==> run_1/clock_wires.png <==
(4 px per um)
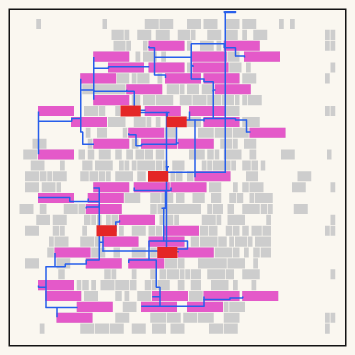
==> run_1/route_heat.png <==
(4 px per um) 17 x 17 tiles, from white (low) to dark blue (high), scaled to the fullest tile. Values are wire area over tile area, all layers added.
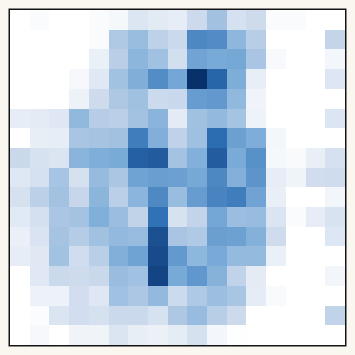
==> run_1/closeup.png <==
Region (27, 10) to (57, 40) um. Cells in gray, sequential cells in the stronger gray; small squares are vias.
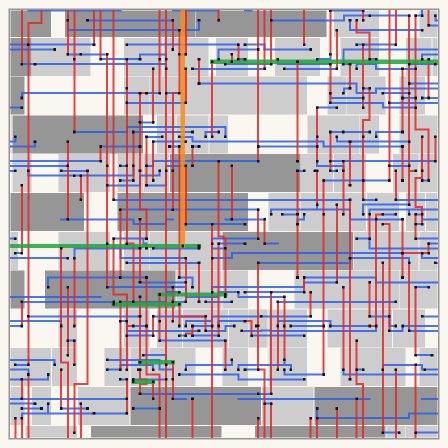
Design divider_taint_track, sky130hd; sources not shown.
==> metrics.cfg, run 1 <==
[timing]
fin_setup_tns_ps=0
hold_slack_ps=493
tightestPinTransition_ps=1980
grt_setup_unrepaired=no
setup_viol=0
finalClockPeriodUsage=0.621
hold_violations=0
fmax_mhz=298
finalMaxSlewViolations=84
relSlewSlack=-0.322

[logic_synthesis]
syn_area_um2=2860
seq_area_frac_synth=0.429
yosys_warnings=0
ys.flops=49
syn_inst=294
avgSynthCellArea_um2=9.73
edf_count=0
synth_top_area_share=0.429
synthArstFlopShare=1.00
ff_type=dfrtp_1
synth_cell_types=47
synthTopCellsByArea=dfrtp_1, buf_4, ha_1, mux2i_1, nand2_1
largest_area_cell=dfrtp_1
yosysChipArea_um2=2860

[finish]
n_antenna_cell=0
lay_top_count=dfrtp_1
syn_to_final_growth_pct=18.3
final_cell_area_um2=3390
final_nets=391
lay_top_cells=dfrtp_1, clkdlybuf4s50_1, nand2_1
fin_cells=410
drive_gt1_frac=0.0841

[die]
die.size.y_um=83.7
fp_util=0.459
pin_count=90
core.rowCount=29
core_area_um2=6240
die_x_um=83.7
dieArea_um2=7010

[status]
outcome=finished with violations
violations=max-capacitance violations, max-slew violations

[global_routing]
grt-ovfl-total=0
antenna_found_initial=0
grt_first_pass_wirelength_um=9300
grt_max_degree=50
grt_pass1_vias=2004

[job]
maxCapViolCount=2
warning_count=51

[placement]
numPlacedInstances=401
portBuffers=45
hpwl_um=4140
place_area_um2=3250

[pwr]
leakage_nw=1.50
vdd_drop_max_uv=318
p_per_area_nw_per_um2=737

[cts]
htreeDepth=2
cts_hold_buf=0
cts.sinks=49
cts_buffers=5
clockRootBuffer=clkbuf_8
cts_tree=done
cts_setup_buffers=0
clk_pin_slew_ps=80
cts_resized=0
cts_buffer_depth=2

[worst_setup_path]
r2r_slack_ps=2150
end_kind=asynchronous set/reset pin
critical_path_required_ps=5470
cp.arrival_ps=3430
r2r_cells=5
startpoint_type=input port
critical_path.max_fanout=34

[routing]
vias_per_cell=5.28
drc=0
first_pass_iters=4
ant_nets=0

[min_path]
holdPathStages=2
hp-class=reg -> reg

## Picture notes: clock_wires.png
[red] clock-net drivers | count: 5
[magenta] flip-flops | count: 49
[blue] clock wires | length: 543 um
routed clock nets: 6
Clock power frac: 0.122
clock group total power: 0.304 mW
Latency at later pin: 300 ps
skew final: 12.1 ps

## Picture notes: route_heat.png
mean over tiles: 0.13
tiles over half the peak: 13%
nearly empty tiles: 23%
final WL: 5720 um
gr usage total: 0.159
WL/cell: 14.0 um
Vias: 2,164

## Picture notes: closeup.png
| color | layer |
|---|---|
| blue | M1 |
| green | M3 |
| red | M2 |
| orange | M4 |
cells with their middle in the window: 73
most frequent: dfrtp_1 (10), a21oi_1 (6), nand3_1 (6)
sequential cells in the window: 10

## run 1: area by class of cell
type	count	area [um2]
Fill cell	545	2860
Multi-Input combinational cell	209	1400
Sequential cell	49	1230
Timing Repair Buffer	46	454
Tap cell	77	96.3
Inverter	21	78.8
Clock buffer	5	68.8
Clock inverter	3	65.1
## run 1: worst max-delay path, stage by stage
cell,delay [ps]
dlygate4sd3_1,530
inv_1,450
clkbuf_1,1350
## run 1: routing by layer
metal,routed length (um),part of all wire,global-route usage,vias to the layer above
li1,-,-,-,1057
met1,2640,0.46,0.217,1041
met2,2770,0.48,0.268,61
met3,242,0.042,0.0188,5
met4,74,0.013,0.0440,0
met5,0,0,0,-
## run 1: synthesized netlist by cell type, types with 2 or more instances
| library cell | n |
|---|---|
| xor2_1 | 3 |
| nor4b_1 | 2 |
| buf_1 | 2 |
| nor2_1 | 11 |
| ha_1 | 12 |
| a32oi_1 | 5 |
| mux2_2 | 8 |
| a211oi_2 | 2 |
| nand4_1 | 2 |
| clkbuf_1 | 2 |
| or3_1 | 2 |
| nand3b_1 | 3 |
| a21oi_1 | 13 |
| o211ai_2 | 2 |
| buf_2 | 8 |
| nand3_1 | 12 |
| dfrtp_1 | 49 |
| buf_4 | 23 |
| a31oi_1 | 4 |
| nand2b_1 | 4 |
| and3_2 | 2 |
| inv_1 | 20 |
| o21ai_0 | 19 |
| nand2_1 | 34 |
| mux2i_1 | 15 |
| a2bb2oi_1 | 14 |
## run 1: power breakdown
part	internal, mW	total, mW	switching (mW)
Clock	0.184	0.304	0.120
Combinational	0.695	1.47	0.776
Sequential	0.561	0.720	0.159
Total	1.44	2.49	1.05
## run 1: cells by family after synthesis
group           synth area share
xor+xnor                 0.00918
mux                       0.0840
other cells              0.00131
compound gates             0.164
flops                      0.429
simple gates               0.143
buf+inv                    0.111
fa+ha+maj                 0.0595
## run 1: metrics by stage
stage          setup WS [ps]   util  power, mW
3_3_place_gp            2350  0.521       2.12
3_5_place_dp            2260  0.521       2.19
2_1_floorplan           3150      -       1.80
4_1_cts                 2540  0.542       2.50
5_1_grt                 1570  0.543       2.70
6_report                2040  0.543       2.49
==> run 1 -> run 2 <==
==> constraint.sdc (replaced) <==
create_clock -name clk -period 3.36 [get_ports clk]
set_input_delay 0.672 -clock clk [delete_from_list [all_inputs] [get_ports clk]]
set_output_delay 0.672 -clock clk [all_outputs]
set_load 0.005 [all_outputs]
==> metrics.cfg, run 2 <==
[logic_synthesis]
syn_area_um2=2860
synthTopCellsByArea=dfrtp_1, buf_4, ha_1, mux2i_1, nand2_1
syn_inst=294
yosysChipArea_um2=2860
synthArstFlopShare=1.00
ys.flops=49
synth_top_area_share=0.429
synth_cell_types=47
seq_area_frac_synth=0.429

[die]
die.size.y_um=83.7
dieArea_um2=7010
core_area_um2=6240
die_x_um=83.7
core.rowCount=29
fp_util=0.459
pin_count=90

[worst_setup_path]
r2r_slack_ps=980
critical_path_required_ps=3550
crit_chain=inv_1 > ha_1 > clkbuf_2 > or2_2 > a31oi_1 > nor2_1
critical_path.max_fanout=47
end_kind=flip-flop
startpoint_type=flip-flop
r2r_cells=6
max_stage_delay_ps=630

[placement]
hpwl_um=4190
place_area_um2=3270

[global_routing]
grt_max_degree=50
grt_pass1_vias=2045
antenna_found_initial=0

[cts]
htreeDepth=2
cts_setup_buffers=0
cts_buffers=5
insertion_delay_ps=300
clk_pin_slew_ps=90
cts_tree=done
cts_resized=0
cts.sinks=49
cts_buffer_depth=2

[timing]
hold_violations=0
fmax_mhz=421
finalClockPeriodUsage=0.707
setup_viol=0
grt_setup_unrepaired=no
relSlewSlack=0.254

[status]
outcome=finished clean

[pwr]
p_per_area_nw_per_um2=1150
power.internal_mw=2.17
leakage_nw=1.50
netSwitchingFraction=0.439
switching_power_mw=1.70
vdd_drop_max_uv=531

[finish]
n_antenna_cell=0
fillers=553
lay_top_cells=dfrtp_1, clkdlybuf4s50_1, nand2_1

[routing]
ant_nets=0
num_vias=2209
first_pass_iters=4
wl_per_cell_um=14.0

[min_path]
holdPathStages=2

## run 2: netlist changes by cell type in the layout (fill, tap and decap cells not counted), sizes merged
cell	before	now
clkinv	2	3
dlygate4sd3	2	6
clkbuf	6	7
clkdlybuf4s50	43	39
bufinv	2	0
buf	0	3
## run 2: cell families (layout without fill, tap and decap cells)
group | after synthesis | count (layout) | synth area share
xor+xnor | 3 | 3 | 0.00918
simple gates | 81 | 81 | 0.143
other cells | 1 | 22 | 0.00131
mux | 23 | 23 | 0.0840
buf+inv | 57 | 78 | 0.111
flops | 49 | 49 | 0.429
compound gates | 67 | 67 | 0.164
fa+ha+maj | 13 | 13 | 0.0595
## run 2: final cells by class
class,instances,area (um2),share of cell area
clock buffers,6,72.6,0.0215
clock inverters,2,10.0,0.00297
inverters,21,78.8,0.0234
multi-input cells,209,1400,0.414
flip-flops and latches,49,1230,0.364
well taps,77,96.3,0.0286
repair buffers,49,490,0.146
## run 2: per-stage QoR
stage	power, mW	util	std cells	hold slack [ps]	setup WS (ps)
4_1_cts	3.89	0.538	412	490	1070
3_3_place_gp	3.44	0.524	404	461	1070
2_1_floorplan	2.89	-	315	450	1380
6_report	3.87	0.540	413	488	985
5_1_grt	4.21	0.540	413	530	842
3_5_place_dp	3.55	0.524	404	471	1010
## run 2: power groups by stage
stage	Sequential, mW	Combinational, mW	Clock (mW)
2_1_floorplan	1.11	1.78	0
3_3_place_gp	1.15	2.29	0
3_5_place_dp	1.16	2.39	0
4_1_cts	1.15	2.40	0.338
5_1_grt	1.19	2.66	0.361
6_report	1.15	2.39	0.333
## run 2: worst max-delay path: cells and delay by family, from the launching register on
| family | cells | cell delay, ps |
|---|---|---|
| AND-OR/OR-AND | 1 | 290 |
| adder cells (fa/ha/maj) | 1 | 200 |
| buffers and inverters | 2 | 700 |
| flip-flops | 1 | 390 |
| AND/OR/NAND/NOR | 2 | 670 |
## run 2: layer usage
layer	vias up	global-route usage	part of all wire	routed length, um
met5	-	0	0	0
met4	0	0.0528	0.016	93
met3	8	0.0267	0.037	211
met2	61	0.276	0.49	2810
met1	1071	0.223	0.46	2650
li1	1069	-	-	-
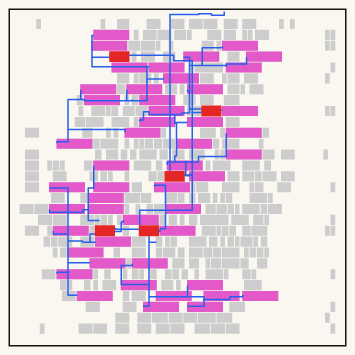
(run_2/clock_wires.png)
(4 px per um)
skew final: 6.58 ps
clock group total power: 0.333 mW
Clock power frac: 0.086

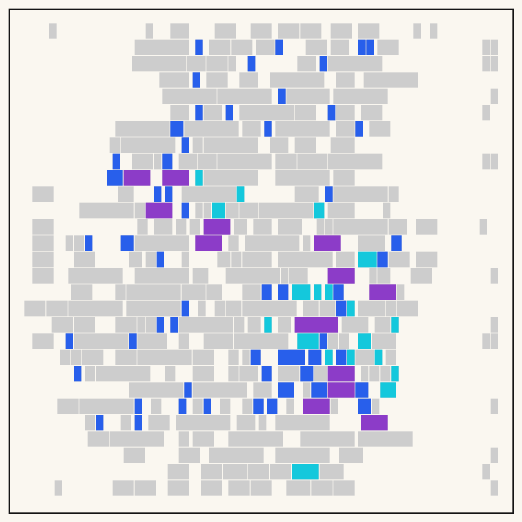
(run_2/gates.png)
(6 px per um)
| color | family | cells | most used |
|---|---|---|---|
| blue | nand cells | 56 | nand2_1 |
| purple | fa/ha/maj cells | 13 | ha_1 |
| cyan | nor cells | 19 | nor2_1 |
Commonest Layout Cell: dfrtp_1
combinational share of cell area: 0.414
Final Non-Filler Cells: 413

Power is estimated from default activity; no workload was simulated.
